==> src/rtl/mem_port_arbiter.sv <==
// mem_port_arbiter: shares one data-memory port between instruction fetch and load/store
// Ports:
//   clk, resetn                      clock, synchronous active-low reset
//   if_req_i/if_addr_i/if_flush_i    fetch request, address and kill
//   if_rsp_valid_o/if_rsp_data_o     fetch response pulse and data
//   dm_req_i/dm_addr_i/dm_wr_i/dm_wr_data_i   load/store request
//   dm_rsp_valid_o/dm_rsp_data_o     load/store response pulse and data (0 for stores)
//   mem_req_o/mem_addr_o/mem_wr_o/mem_wr_data_o/mem_ready_i   memory request handshake
//   mem_rvalid_i/mem_rd_data_i       memory completion and read data
//   busy_o                           a transaction is in flight
module mem_port_arbiter #(
    parameter int unsigned STARVE_LIMIT = 4
) (
    input  logic        clk,
    input  logic        resetn,
    input  logic        if_req_i,
    input  logic [63:0] if_addr_i,
    input  logic        if_flush_i,
    output logic        if_rsp_valid_o,
    output logic [63:0] if_rsp_data_o,
    input  logic        dm_req_i,
    input  logic [63:0] dm_addr_i,
    input  logic        dm_wr_i,
    input  logic [63:0] dm_wr_data_i,
    output logic        dm_rsp_valid_o,
    output logic [63:0] dm_rsp_data_o,
    output logic        mem_req_o,
    output logic [63:0] mem_addr_o,
    output logic        mem_wr_o,
    output logic [63:0] mem_wr_data_o,
    input  logic        mem_ready_i,
    input  logic        mem_rvalid_i,
    input  logic [63:0] mem_rd_data_i,
    output logic        busy_o
);
    typedef enum logic [1:0] {IDLE, ISSUE, WAIT} state_t;
    state_t      state_q;
    logic        owner_if_q;
    logic [63:0] addr_q;
    logic        wr_q;
    logic [63:0] wr_data_q;
    logic [3:0]  starve_q;
    logic        discard_q;
    logic        mem_req_q;
    logic        if_rsp_valid_q;
    logic [63:0] if_rsp_data_q;
    logic        dm_rsp_valid_q;
    logic [63:0] dm_rsp_data_q;
    logic        if_valid;
    logic        grant_if;
    logic        flush_own;
    assign if_valid  = if_req_i & ~if_flush_i;
    assign grant_if  = if_valid & (~dm_req_i | (starve_q >= 4'(STARVE_LIMIT)));
    assign flush_own = owner_if_q & if_flush_i;
    always_ff @(posedge clk) begin
        if (!resetn) begin
            state_q        <= IDLE;
            owner_if_q     <= 1'b0;
            addr_q         <= '0;
            wr_q           <= 1'b0;
            wr_data_q      <= '0;
            starve_q       <= '0;
            discard_q      <= 1'b0;
            mem_req_q      <= 1'b0;
            if_rsp_valid_q <= 1'b0;
            if_rsp_data_q  <= '0;
            dm_rsp_valid_q <= 1'b0;
            dm_rsp_data_q  <= '0;
        end else begin
            if_rsp_valid_q <= 1'b0;
            dm_rsp_valid_q <= 1'b0;
            case (state_q)
                IDLE: if (if_valid | dm_req_i) begin
                    state_q    <= ISSUE;
                    mem_req_q  <= 1'b1;
                    owner_if_q <= grant_if;
                    addr_q     <= grant_if ? if_addr_i : dm_addr_i;
                    wr_q       <= ~grant_if & dm_wr_i;
                    wr_data_q  <= grant_if ? '0 : dm_wr_data_i;
                    discard_q  <= 1'b0;
                    // fetch lost this arbitration only if it was asking and dm won
                    starve_q   <= grant_if ? 4'd0 :
                                  (if_req_i && starve_q != 4'hF) ? starve_q + 4'd1 : starve_q;
                end
                ISSUE: if (mem_ready_i) begin
                    // a flush coinciding with acceptance is treated as post-acceptance
                    state_q   <= WAIT;
                    mem_req_q <= 1'b0;
                    discard_q <= flush_own;
                end else if (flush_own) begin
                    state_q   <= IDLE;
                    mem_req_q <= 1'b0;
                end
                WAIT: begin
                    if (flush_own) discard_q <= 1'b1;
                    if (mem_rvalid_i) begin
                        state_q   <= IDLE;
                        discard_q <= 1'b0;
                        if (owner_if_q) begin
                            if (!(discard_q | if_flush_i)) begin
                                if_rsp_valid_q <= 1'b1;
                                if_rsp_data_q  <= mem_rd_data_i;
                            end
                        end else begin
                            dm_rsp_valid_q <= 1'b1;
                            dm_rsp_data_q  <= wr_q ? 64'h0 : mem_rd_data_i;
                        end
                    end
                end
                default: state_q <= IDLE;
            endcase
        end
    end
    assign mem_req_o      = mem_req_q;
    assign mem_addr_o     = addr_q;
    assign mem_wr_o       = wr_q;
    assign mem_wr_data_o  = wr_data_q;
    assign if_rsp_valid_o = if_rsp_valid_q;
    assign if_rsp_data_o  = if_rsp_data_q;
    assign dm_rsp_valid_o = dm_rsp_valid_q;
    assign dm_rsp_data_o  = dm_rsp_data_q;
    assign busy_o         = state_q != IDLE;
endmodule

==> config.mk <==
export PLATFORM = sky130hd
export DESIGN_NAME = mem_port_arbiter
export DESIGN_NICKNAME = d
export VERILOG_FILES = /design/src/rtl/mem_port_arbiter.sv
export SDC_FILE = /design/constraint.sdc
export NUM_CORES = 1
export LEC_CHECK = 0
export ABC_AREA = 1
export CORE_AREA = 2 2 203 205
export CTS_CLUSTER_DIAMETER = 30
export DETAILED_ROUTE_END_ITERATION = 12
export DIE_AREA = 0 0 205 207
export PLACE_DENSITY = 0.63
export SLEW_MARGIN = 20
export SYNTH_ARGS = -nofsm -noshare
export SYNTH_HDL_FRONTEND = slang
export SYNTH_SLANG_ARGS = --single-unit
export TNS_END_PERCENT = 1
==> constraint.sdc <==
create_clock -name clk -period 2.8 [get_ports clk]
set_input_delay 0.7 -clock clk [delete_from_list [all_inputs] [get_ports clk]]
set_output_delay 0.7 -clock clk [all_outputs]
set_load 0.02 [all_outputs]
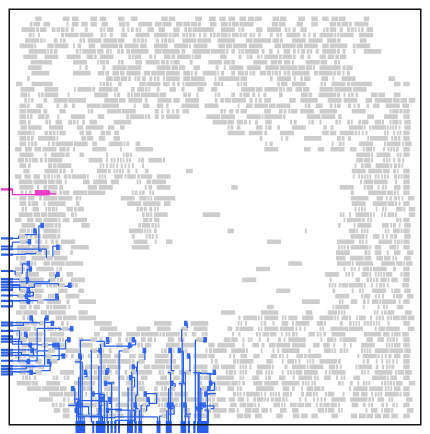
port_nets.png
Scale: 2 px per µm.
[magenta] if_rsp_valid_o | bits: 1 | direction: output | end cells: 1 | buffers: 1 | wire: 26.8 µm
[blue] dm_wr_data_i | bits: 64 | direction: input | end cells: 64 | buffers: 64 | wire: 1620 µm

==> results.txt <==
impl run done, here's what came out: antenna diode count=1, Placement Setup Slack=0.3091 ns, CTS resizes=0, Flop Count=268, Hold-fix buffers, CTS=0, hold-critical path depth=2, post-layout period usage=83.93%, Setup TNS=0 ns, Die Size=42440 µm², CTS Buf Count=68, Row Count=74, Routed met2 length=21130 µm, Post-Synth Simple-Gate Area=32.36%, Total Nets Final=2285, mapped cell area=10880 µm², Core Area=40370 µm², post-synthesis cell type count=19, # Cells Yosys=1514, io pins=525, Post-CTS Setup Bufs=0, CP max-delay cell=dfxtp_1, clk slew on worst S/H paths=0.04 ns, fin area=19060 µm², WL/cell=17.10 µm, HP Start=mem_req_o, first-pass GRT wire length=68230 µm, GRT Max-Usage Layer=met2, routability congestion estimate=0.8709, Hold Path Sink=mem_req_o, Pwr Total=18.88 mW, Clock Skew=0.02212 ns, CP Max Fanout=4, status=complete, no violations
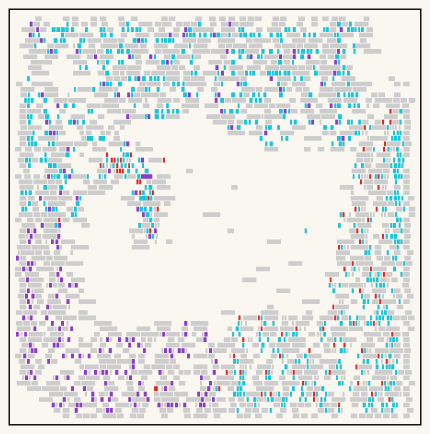
gate_families.png
Scale: 2 px per µm.
[red] inverters | cells: 85 | most used: inv_1
[purple] inverting AOI/OAI gates | cells: 203 | most used: a21oi_1
[cyan] NAND gates | cells: 615 | most used: nand2_1 | where: all over the die

Power figures rest on the tool's default switching activity, not on a simulated workload.
